$ cat src/rtl/spi_pkg.sv
// Shared types and constants for the daisy-chain SPI sequencer.
package spi_pkg;

    typedef enum logic [2:0] {
        ST_IDLE,
        ST_SETUP,
        ST_SHIFT,
        ST_HOLD,
        ST_DONE,
        ST_ERR
    } state_e;

    // Mode 0: s_clk rests low between transfers
    localparam logic SCLK_IDLE = 1'b0;

    // Counter width that stays legal when the count range collapses to one value
    function automatic int cnt_w(input int n);
        return (n > 1) ? $clog2(n) : 1;
    endfunction

endpackage

$ cat src/rtl/spi_chain_ctrl_if.sv
// Request/response handshake between the bus front-end and the SPI sequencer.
interface spi_chain_ctrl_if #(
    parameter int DATA_W  = 8,
    parameter int NUM_SLV = 4
);
    logic               req_valid;
    logic               req_ready;
    logic [DATA_W-1:0]  req_data;
    logic [NUM_SLV-1:0] req_sel;
    logic               rsp_valid;
    logic [DATA_W-1:0]  rsp_data;
    logic               rsp_err;
    logic               busy;

    modport master (
        output req_valid, req_data, req_sel,
        input  req_ready, rsp_valid, rsp_data, rsp_err, busy
    );

    modport slave (
        input  req_valid, req_data, req_sel,
        output req_ready, rsp_valid, rsp_data, rsp_err, busy
    );
endinterface

$ cat src/rtl/spi_clk_gen.sv
// CLK_DIV half-period divider; toggles s_clk only while toggle_en_i is set.
module spi_clk_gen
    import spi_pkg::*;
#(
    parameter int CLK_DIV = 4
) (
    input  logic clk,
    input  logic rst,
    input  logic en_i,
    input  logic toggle_en_i,
    output logic tick_o,
    output logic rise_tick_o,
    output logic fall_tick_o,
    output logic s_clk_o
);
    localparam int CW = cnt_w(CLK_DIV);
    localparam logic [CW-1:0] LAST = CW'(CLK_DIV - 1);

    logic [CW-1:0] cnt_q, cnt_d;
    logic          s_clk_q, s_clk_d;

    assign tick_o      = en_i && (cnt_q == LAST);
    assign rise_tick_o = toggle_en_i && tick_o && (s_clk_q == SCLK_IDLE);
    assign fall_tick_o = toggle_en_i && tick_o && (s_clk_q != SCLK_IDLE);
    assign s_clk_o     = s_clk_q;

    // Counter restarts from 0 whenever the FSM drops enable, so every
    // timed state gets a full CLK_DIV window.
    always_comb begin
        cnt_d = cnt_q + 1'b1;
        if (!en_i || tick_o) cnt_d = '0;
        s_clk_d = s_clk_q;
        if (rise_tick_o)                     s_clk_d = ~SCLK_IDLE;
        else if (fall_tick_o || !toggle_en_i) s_clk_d = SCLK_IDLE;
    end

    always_ff @(posedge clk or posedge rst) begin
        if (rst) begin
            cnt_q   <= '0;
            s_clk_q <= SCLK_IDLE;
        end else begin
            cnt_q   <= cnt_d;
            s_clk_q <= s_clk_d;
        end
    end
endmodule

$ cat src/rtl/spi_chain_ctrl.sv
// Daisy-chain SPI transaction sequencer: one parallel word in, mode-0 serial
// transfer on s_clk/mosi/miso, captured word back on a response pulse.
module spi_chain_ctrl
    import spi_pkg::*;
#(
    parameter int DATA_W  = 8,
    parameter int NUM_SLV = 4,
    parameter int CLK_DIV = 4
) (
    input  logic               clk,
    input  logic               reset,
    spi_chain_ctrl_if.slave    bus,
    output logic               s_clk,
    output logic [NUM_SLV-1:0] m_chip_sel,
    output logic               mosi,
    input  logic               miso
);
    localparam int BW = $clog2(DATA_W + 1);

    state_e             state_q, state_d;
    logic [BW-1:0]      bit_q, bit_d;
    logic [DATA_W-1:0]  tx_q, tx_d;
    logic [DATA_W-1:0]  rx_q, rx_d;
    logic [DATA_W-1:0]  rsp_data_q, rsp_data_d;
    logic [NUM_SLV-1:0] sel_q, sel_d;
    logic               accept, div_en, tog_en;
    logic               tick, rise_tick, fall_tick;

    assign accept = bus.req_valid && (state_q == ST_IDLE);

    spi_clk_gen #(.CLK_DIV(CLK_DIV)) u_clk_gen (
        .clk         (clk),
        .rst         (reset),
        .en_i        (div_en),
        .toggle_en_i (tog_en),
        .tick_o      (tick),
        .rise_tick_o (rise_tick),
        .fall_tick_o (fall_tick),
        .s_clk_o     (s_clk)
    );

    always_ff @(posedge clk or posedge reset) begin
        if (reset) state_q <= ST_IDLE;
        else       state_q <= state_d;
    end

    always_comb begin
        state_d = state_q;
        case (state_q)
            ST_IDLE:  if (accept) state_d = (|bus.req_sel) ? ST_SETUP : ST_ERR;
            ST_SETUP: if (tick) state_d = ST_SHIFT;
            ST_SHIFT: if (fall_tick && bit_q == BW'(1)) state_d = ST_HOLD;
            ST_HOLD:  if (tick) state_d = ST_DONE;
            ST_DONE:  state_d = ST_IDLE;
            ST_ERR:   state_d = ST_IDLE;
            default:  state_d = ST_IDLE;
        endcase
    end

    always_comb begin
        div_en     = 1'b0;
        tog_en     = 1'b0;
        m_chip_sel = '0;
        case (state_q)
            ST_SETUP, ST_HOLD: begin
                div_en     = 1'b1;
                m_chip_sel = sel_q;
            end
            ST_SHIFT: begin
                div_en     = 1'b1;
                tog_en     = 1'b1;
                m_chip_sel = sel_q;
            end
            default: ;
        endcase
    end

    assign bus.req_ready = (state_q == ST_IDLE);
    assign bus.busy      = (state_q != ST_IDLE);
    assign bus.rsp_valid = (state_q == ST_DONE) || (state_q == ST_ERR);
    assign bus.rsp_err   = (state_q == ST_ERR);
    assign bus.rsp_data  = rsp_data_q;
    assign mosi          = tx_q[DATA_W-1];

    // A rejected request must not disturb the pins, so only legal selects load.
    // The last fall leaves tx alone so mosi keeps the LSB through HOLD.
    always_comb begin
        tx_d       = tx_q;
        rx_d       = rx_q;
        sel_d      = sel_q;
        bit_d      = bit_q;
        rsp_data_d = rsp_data_q;
        if (accept && (|bus.req_sel)) begin
            tx_d  = bus.req_data;
            sel_d = bus.req_sel;
            rx_d  = '0;
            bit_d = BW'(DATA_W);
        end
        if (rise_tick) rx_d = {rx_q[DATA_W-2:0], miso};
        if (fall_tick) begin
            if (bit_q != '0)     bit_d = bit_q - 1'b1;
            if (bit_q > BW'(1))  tx_d  = {tx_q[DATA_W-2:0], 1'b0};
        end
        if (state_q == ST_HOLD && tick) rsp_data_d = rx_q;
    end

    always_ff @(posedge clk or posedge reset) begin
        if (reset) begin
            tx_q       <= '0;
            rx_q       <= '0;
            sel_q      <= '0;
            bit_q      <= '0;
            rsp_data_q <= '0;
        end else begin
            tx_q       <= tx_d;
            rx_q       <= rx_d;
            sel_q      <= sel_d;
            bit_q      <= bit_d;
            rsp_data_q <= rsp_data_d;
        end
    end
endmodule

$ cat src/flat_wrapper.sv
// flat-port wrapper written by rule: the top's interface ports become plain ports
module spi_chain_ctrl_flat import spi_pkg::*;
#(
    parameter int DATA_W  = 8,
    parameter int NUM_SLV = 4,
    parameter int CLK_DIV = 4
)
  (clk, reset, s_clk, m_chip_sel, mosi, miso, bus_req_valid, bus_req_data, bus_req_sel, bus_req_ready, bus_rsp_valid, bus_rsp_data, bus_rsp_err, bus_busy);
  spi_chain_ctrl_if #(.DATA_W(DATA_W), .NUM_SLV(NUM_SLV)) bus_i ();
  input  logic clk;
  input  logic reset;
  output logic s_clk;
  output logic [NUM_SLV-1:0] m_chip_sel;
  output logic mosi;
  input  logic miso;
  input wire logic [$bits(bus_i.req_valid)-1:0] bus_req_valid;
  input wire logic [$bits(bus_i.req_data)-1:0] bus_req_data;
  input wire logic [$bits(bus_i.req_sel)-1:0] bus_req_sel;
  output wire logic [$bits(bus_i.req_ready)-1:0] bus_req_ready;
  output wire logic [$bits(bus_i.rsp_valid)-1:0] bus_rsp_valid;
  output wire logic [$bits(bus_i.rsp_data)-1:0] bus_rsp_data;
  output wire logic [$bits(bus_i.rsp_err)-1:0] bus_rsp_err;
  output wire logic [$bits(bus_i.busy)-1:0] bus_busy;
  assign bus_i.req_valid = bus_req_valid;
  assign bus_i.req_data = bus_req_data;
  assign bus_i.req_sel = bus_req_sel;
  assign bus_req_ready = bus_i.req_ready;
  assign bus_rsp_valid = bus_i.rsp_valid;
  assign bus_rsp_data = bus_i.rsp_data;
  assign bus_rsp_err = bus_i.rsp_err;
  assign bus_busy = bus_i.busy;
  spi_chain_ctrl #(.DATA_W(DATA_W), .NUM_SLV(NUM_SLV), .CLK_DIV(CLK_DIV)) u_core (.clk(clk), .reset(reset), .bus(bus_i), .s_clk(s_clk), .m_chip_sel(m_chip_sel), .mosi(mosi), .miso(miso));
endmodule
$ cat config.mk
export PLATFORM = sky130hd
export DESIGN_NAME = spi_chain_ctrl_flat
export DESIGN_NICKNAME = d
export VERILOG_FILES = /design/src/rtl/spi_pkg.sv /design/src/rtl/spi_chain_ctrl_if.sv /design/src/rtl/spi_clk_gen.sv /design/src/rtl/spi_chain_ctrl.sv /design/src/flat_wrapper.sv
export SDC_FILE = /design/constraint.sdc
export NUM_CORES = 1
export LEC_CHECK = 0
export CAP_MARGIN = 20
export CORE_MARGIN = 10
export CORE_UTILIZATION = 45
export CTS_BUF_LIST = sky130_fd_sc_hd__clkbuf_8
export CTS_CLUSTER_DIAMETER = 100
export CTS_CLUSTER_SIZE = 16
export DETAILED_ROUTE_END_ITERATION = 8
export PLACE_DENSITY = 0.82
export SETUP_SLACK_MARGIN = 0.3
export SLEW_MARGIN = 20
export SYNTH_ARGS = -nofsm -noshare
export SYNTH_HDL_FRONTEND = slang
export SYNTH_SLANG_ARGS = --single-unit
$ cat constraint.sdc
create_clock -name clk -period 2.5 [get_ports clk]
set_clock_uncertainty 0.1 [all_clocks]
set_input_delay 0.25 -clock clk [delete_from_list [all_inputs] [get_ports clk]]
set_output_delay 0.25 -clock clk [all_outputs]
set_load 0.005 [all_outputs]
### Track usage over the die, run 1

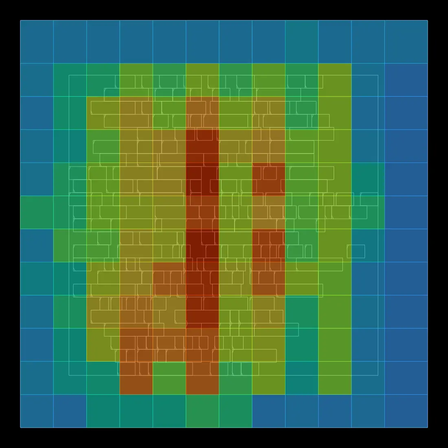
M1 GR Usage: 15.21%
met2 GRT Util: 17.71%
Global Route Usage Sum: 11.90%
busiest grt layer: met2
fin util: 59.10%

### Sequential cells coloured by netlist name, run 1

Scale: 3 px per um.
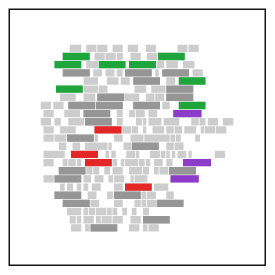
Green marks `u_core.bus.rsp_data`, placed flops 8. Purple marks `u_core.state_q`, placed flops 3. Red marks `u_core.bit_q`, placed flops 4.
Another 23 sequential cells are not coloured.

### M3 wires, run 1

Scale: 3 px per um. Cells faint in the background.
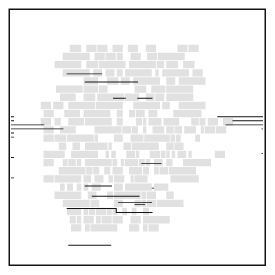
The layer carries 196 um of wire. The layer holds 4.8% of the routed length. The longest straight run is 17.5 um.

-- run 1: cell usage after synthesis (5+ instances only) --
library cell  count
o21ai_0          10
mux2_2            8
nor2_1            6
a2111oi_0         7
a22o_1            8
nand3_1          10
a31oi_1           7
inv_1             7
and2_1            5
dfrtp_1          38
-- run 1: worst max-delay path: cells and delay by family (launching register included) --
| family | cells | cell delay (ps) |
|---|---|---|
| buffers and inverters | 1 | 520 |
| flip-flops | 1 | 490 |
| AND/OR/NAND/NOR | 3 | 410 |
-- run 1: final cells by class --
type	count	area, um^2	share of cell area [%]
well taps	50	62.56	2.627
repair buffers	41	390.4	16.40
inverters	7	26.28	1.104
flip-flops and latches	38	954.7	40.09
clock buffers	6	82.58	3.468
clock inverters	2	12.51	0.5255
multi-input cells	104	852.1	35.79
-- run 1: registers in the layout (all words and copies together) (netlist names) --
| name | cells |
|---|---|
| u_core.bit_q | 4 |
| u_core.bus.rsp_data | 8 |
| u_core.rx_q | 8 |
| u_core.sel_q | 4 |
| u_core.state_q | 3 |
| u_core.tx_q | 8 |
| u_core.u_clk_gen.cnt_q | 2 |
| u_core.u_clk_gen.s_clk_o | 1 |
-- run 1: routing by layer --
layer	up-vias	GRT usage, %
met3	5	3.442
met2	35	17.71
met4	0	6.287
met1	702	15.21
met5	-	0
li1	677	-
-- run 1: through the flow --
| step | setup WS, ps | hold WS, ps | cell area (um^2) | instances |
|---|---|---|---|---|
| 2_1_floorplan | 687.1 | 289.9 | 1893 | 159 |
| 3_3_place_gp | 504.6 | 334.2 | 2250 | 236 |
| 3_5_place_dp | 494.0 | 348.0 | 2250 | 236 |
| 4_1_cts | 308.8 | 278.9 | 2347 | 244 |
| 5_1_grt | 312.2 | 317.8 | 2381 | 248 |
| 6_report | 428.6 | 270.5 | 2381 | 248 |
==> deck_impl_summary.md, run 1 <==
Run Summary

Floorplanning
  – Die area: between 7000 and 8000 um^2
  – # IOs: 34
  – # rows: 23
  – Core area: approximately 4000 um^2

STA
  – FMAX: 482.8 MHz
  – # setup viols final: 0
  – Slew Limit Fails: 0
  – Cycle use final: between 80 and 90%
  – Unrepaired setup endpoints after global routing: false
  – Fin crit period: 2071 ps

Route
  – DRC Markers: 0
  – Via count: between 1k and 1.5k
  – Via/cell ratio: between 5 and 6
  – DRT iter0 DRCs: slightly below 90
  – Metal2 WL: roughly 1.9 mm
  – Top Layer Used: met4
  – Met3 wire len: about 200 um
  – Pre-Repair DR Iteration Count: 4

Yosys
  – Syn_area_per_cell: between 10 and 15 um^2
  – Dominant comb cell: AND-OR/OR-AND gates
  – Aoi share: around 17%
  – Asr flop ratio synth: 100.0%
  – Yosys xor share: less than 1%
  – Yosys warning tally: 0
  – Synth mux share: roughly 9.0%
  – Synth Seq Share: ~50%
  – Post-synth area from yosys stat: approximately 1900 um^2
  – And+or+nand+nor area frac: between 10% and 20%
  – Synthesized net count: 179
  – Post-synth EDFFs: 0
  – #FFs+latches synth: 38
  – Cell count after synthesis: around 160

Worst setup path
  – Worst Path Max Fanout: 11
  – Worst EP required: between 2000 and 2500 ps
  – Worst reg2reg setup slack: 580 ps
  – CP Launch Type: flop
  – Critical Path Source: u_core.state_q[1]$_DFFE_PP0P_
  – WP data arrival: roughly 1700 ps
  – CP max stage delay: ~520 ps

Pwr
  – Switching Fraction: a little under a third
  – Comb pwr: between 0.7 and 0.8 mW
  – Leading power group: registers
  – VDD IR max: 0.0005392 V
  – Clock Power: around 0.44 mW
  – Seq group: slightly above 0.9 mW
  – PwrDens: ~880 nW/um^2
  – Total Power Consumption: 2.086 mW
  – Clock power frac: 20.9%

Finish
  – Most common logic cells in the final layout: dfrtp_1 (35), clkdlybuf4s50_1 (33), nand3_1 (10), o21ai_0 (10)
  – ANT cells: 0
  – P&R area growth vs syn: 25.78%
  – Layout Nets: between 200 and 250
  – Fill cells: approximately 340

Placed design
  – GP Congestion: 0.8161
  – Port bufs: 33

Global routing
  – First-pass GRT wire length: 7.072 mm
  – Largest net degree at the start of global routing: 39
  – GRT overflow: 0
  – Initial antenna violation count: 0

CTS
  – Inserted Clock Buffers: 5
  – Post-CTS setup buffer count: 0
  – H-tree depth: 2
  – Reg clk slew, reported paths: roughly 70 ps
  – Cts repair resizes: 2
  – Max clock buf depth: 2
  – Root buffer cell: clkbuf_8

Status
  – Status: finished, final reports clean

Run
  – Max-cap violation count: 0
  – Tool warnings: 28
### Signal wires by layer, run 1

Scale: 3 px per um.
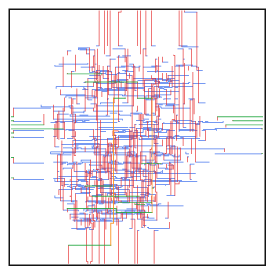

--- run 2 (diff from run 1) ---
--- a/config.mk
+++ b/config.mk
@@ -12,7 +12,7 @@
 export CTS_CLUSTER_DIAMETER = 100
 export CTS_CLUSTER_SIZE = 16
 export DETAILED_ROUTE_END_ITERATION = 8
-export PLACE_DENSITY = 0.82
+export PLACE_DENSITY = 0.85
 export SETUP_SLACK_MARGIN = 0.3
 export SLEW_MARGIN = 20
 export SYNTH_ARGS = -nofsm -noshare
==> constraint.sdc (replaced) <==
create_clock -name clk -period 1.9 [get_ports clk]
set_clock_uncertainty 0.1 [all_clocks]
set_input_delay 0.19 -clock clk [delete_from_list [all_inputs] [get_ports clk]]
set_output_delay 0.19 -clock clk [all_outputs]
set_load 0.005 [all_outputs]
### Signal wires by layer, run 2

Scale: 3 px per um.
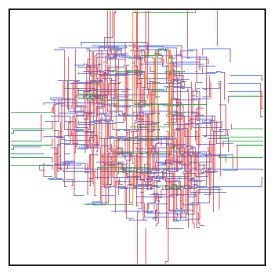
Red marks met2, wire length 3210 um. Green marks met3, wire length 380 um. Orange marks met4, wire length 238 um. Blue marks met1, wire length 2300 um.

==> deck_impl_summary.md, run 2 <==
Run Summary

Pwr
  – PwrDens: 1252 nW/um^2 (was 876.2 nW/um^2)
  – Flop pwr share: 31.9% (was 43.5%)
  – Switching pwr: 1.206 mW (was 0.6579 mW)
  – Cell Int Power: 2.490 mW (was 1.428 mW)
  – Switching Fraction: 32.63% (was 31.53%)
  – Combinational Power Share: 45.7% (was 35.6%)
  – Total Power Consumption: 3.696 mW (was 2.086 mW)
  – Clock power frac: 22.4% (was 20.9%)
  – Static Leak: 1.307 nW (was 1.033 nW)
  – VDD IR max: 0.0008369 V (was 0.0005392 V)

Yosys
  – Post-synth area from yosys stat: 1893 um^2 (unchanged)
  – Yosys top cell by area: dfrtp_1 (unchanged)
  – Asr flop ratio synth: 100.0% (unchanged)
  – Post-synth EDFFs: 0 (unchanged)
  – Cell Type Count: 43 (unchanged)
  – Area leader share: 50.23% (unchanged)
  – Synthesized net count: 179 (unchanged)
  – Cell count after synthesis: 159 (unchanged)
  – Synth Seq Share: 50.23% (unchanged)
  – Count leader, synth: dfrtp_1 (unchanged)
  – Post-Syn Area: 1893 um^2 (unchanged)
  – Commonest cells post-synth: dfrtp_1 (38), nand3_1 (10), o21ai_0 (10) (unchanged)
  – Yosys stat cell total: 159 (unchanged)
  – #FFs+latches synth: 38 (unchanged)
  – Biggest area cells: dfrtp_1 (50%), mux2_2 (4.8%), a22o_1 (3.7%) (unchanged)
  – Syn_area_per_cell: 11.91 um^2 (unchanged)
  – Top FF cell, synth: dfrtp_1 (unchanged)
  – Yosys warning tally: 0 (unchanged)

Finish
  – ANT cells: 0 (unchanged)
  – Fin util: 73.26% (was 59.10%)
  – Layout Nets: 253 (was 217)
  – Most common logic cells in the final layout: dfrtp_1 (34), buf_4 (28), clkdlybuf4s50_1 (25), buf_6 (16) (was dfrtp_1 (35), clkdlybuf4s50_1 (33), nand3_1 (10), o21ai_0 (10))
  – Reg area: 955.9 um^2 (was 954.7 um^2)
  – Most numerous logic cell after layout: dfrtp_1 (unchanged)
  – Cell Count, Final, Fillers Out: 284 (was 248)
  – Fill cells: 257 (was 340)
  – P&R area growth vs syn: 55.92% (was 25.78%)
  – Design area: 2952 um^2 (was 2381 um^2)
  – Layout cells sized above 1: 48.29% (was 19.70%)
  – Combinational gate area: 1064 um^2 (was 852.1 um^2)

STA
  – Cycle use final: roughly 91%
  – Worst slew pin tran: 512.0 ps (was 583.8 ps)
  – Setup TNS: 0 ps (unchanged)
  – Unrepaired setup endpoints after global routing: true (was false)
  – Slew margin rel.: 65.74% (was 60.94%)
  – Slew Limit Fails: 0 (unchanged)
  – Setup ws final: 162.9 ps (was 428.6 ps)
  – # setup viols final: 0 (unchanged)
  – Worst Hold Margin: 210.3 ps (was 270.5 ps)
  – Fin crit period: 1737 ps
  – FMAX: ~580 MHz
  – Fin. Hold Viols: 0 (unchanged)

Route
  – Via/cell ratio: 6.035 (was 5.722)
  – Post-route ant nets: 0 (unchanged)
  – Via count: 1714 (was 1419)
  – Metal2 WL: 3.207 mm (was 1.939 mm)
  – Met3 wire len: 380 um (was 196 um)
  – Post-DR wirelength/cell: 21.58 um (was 16.59 um)
  – DRT met1 WL: 2.303 mm (was 1.891 mm)
  – Final Routed Wirelength: 6.129 mm (was 4.115 mm)
  – DRT iter0 DRCs: 107 (was 89)
  – Top Layer Used: met4 (unchanged)
  – DRC Markers: 0 (unchanged)
  – Pre-Repair DR Iteration Count: 4 (unchanged)

Floorplanning
  – # rows: 23 (unchanged)
  – FP Core Util: 46.99% (unchanged)
  – DIE WIDTH: 84.86 um (unchanged)
  – # IOs: 34 (unchanged)
  – Die Y-Extent: 84.86 um (unchanged)
  – Die area: 7201 um^2 (unchanged)
  – Core area: 4029 um^2 (unchanged)

Global routing
  – Met3 usage: 3.346% (was 3.442%)
  – Vias in the first global route: 1746 (was 1425)
  – Global Route Usage Sum: 15.28% (was 11.90%)
  – M1 GR Usage: 17.64% (was 15.21%)
  – Met2 GRT Util: 26.56% (was 17.71%)
  – Largest net degree at the start of global routing: 39 (unchanged)
  – GRT overflow: 0 (unchanged)
  – First-pass GRT wire length: 8.997 mm (was 7.072 mm)
  – Initial antenna violation count: 0 (unchanged)
  – Busiest grt layer: met2 (unchanged)

CTS
  – Clk ins delay skew pair: 290 ps (was 300 ps)
  – H-tree depth: 2 (unchanged)
  – Root buffer cell: clkbuf_8 (unchanged)
  – Max clock buf depth: 2 (unchanged)
  – CTS tree: built (unchanged)
  – Reg clk slew, reported paths: 80 ps (was 70 ps)
  – Sink Count: 38 (unchanged)
  – Inserted Clock Buffers: 5 (unchanged)

Worst setup path
  – WP data arrival: 1850 ps (was 1720 ps)
  – Crit. End Element: flop (was output pin)
  – CP Class: reg -> reg (was reg -> out)
  – Worst Path Max Fanout: 8 (was 11)
  – CP Launch Type: flop (unchanged)
  – Worst EP required: 2010 ps (was 2150 ps)

Placed design
  – Dpl cells: 248 (was 236)
  – Dpl ws: 16.10 ps (was 494.0 ps)
  – Post-Place Cell Area: 2360 um^2 (was 2250 um^2)
  – Port bufs: 33 (unchanged)
  – Placed wire-length estimate: 3.240 mm (was 2.907 mm)
  – GP Congestion: 0.8417 (was 0.8161)

Status
  – Status: finished, final reports clean (unchanged)

Hold path
  – Worst hold path class: in -> async (unchanged)

Run
  – Tool warnings: 32 (was 28)
  – Max-cap violation count: 0 (unchanged)
## run 2: repair_timing
action | CTS | global route
gates cloned | 2 | 0
hold buffers | 0 | 0
setup buffers | 17 | 9
pin swaps | 19 | 19
resized | 57 | 42
setup endpoints to repair | 31 | 42
## run 2: cells by family (layout without fill, tap and decap cells)
family	Yosys count	after routing	synth area share, %
simple gates	42	43	15.66
buf+inv	17	91	4.891
mux	14	14	8.989
compound gates	42	42	16.66
flops	38	38	50.23
xor+xnor	2	2	0.9255
fa+ha+maj	4	4	2.644
## run 2: area by class of cell
cell class / count / area share [%]
clock inverter: 3 / 2.331
timing repair buffer: 76 / 23.91
multi-input combinational: 105 / 36.03
tap: 50 / 2.120
sequential: 38 / 32.39
inverter: 7 / 0.8902
clock buffer: 5 / 2.331
## run 2: final timing paths
kind,startpoint,endpoint,slack [ps],cells past startpoint
min,reset,u_core.tx_q[7]$_DFF_PP0_,210,3
max,u_core.bit_q[0]$_DFF_PP0_,u_core.tx_q[5]$_DFF_PP0_,160,5
min reg2reg,u_core.bus.rsp_data[5]$_DFFE_PP0P_,u_core.bus.rsp_data[5]$_DFFE_PP0P_,410,1
max reg2reg,u_core.bit_q[0]$_DFF_PP0_,u_core.tx_q[5]$_DFF_PP0_,160,5
min in group clk,bus_req_data[2],u_core.tx_q[2]$_DFF_PP0_,380,3
max in group asynchronous,reset,u_core.state_q[0]$_DFFE_PP0P_,1120,3
## run 2: power by group through the flow
stage,combinational (mW),sequential [mW],clock (mW)
floorplan,0.667,1.12,0
detailed placement,1.04,1.19,0
global route,1.80,1.20,0.870
global placement,0.994,1.19,0
finish,1.69,1.18,0.827
CTS,1.31,1.15,0.837
## run 2: critical path, cell delays in order (launching register included)
cell	delay (ps)
dfrtp_1	410
inv_2	60
ha_2	190
or2_4	290
a211o_4	400
a31oi_1	210
Power figures rest on the tool's default switching activity, not on a simulated workload.
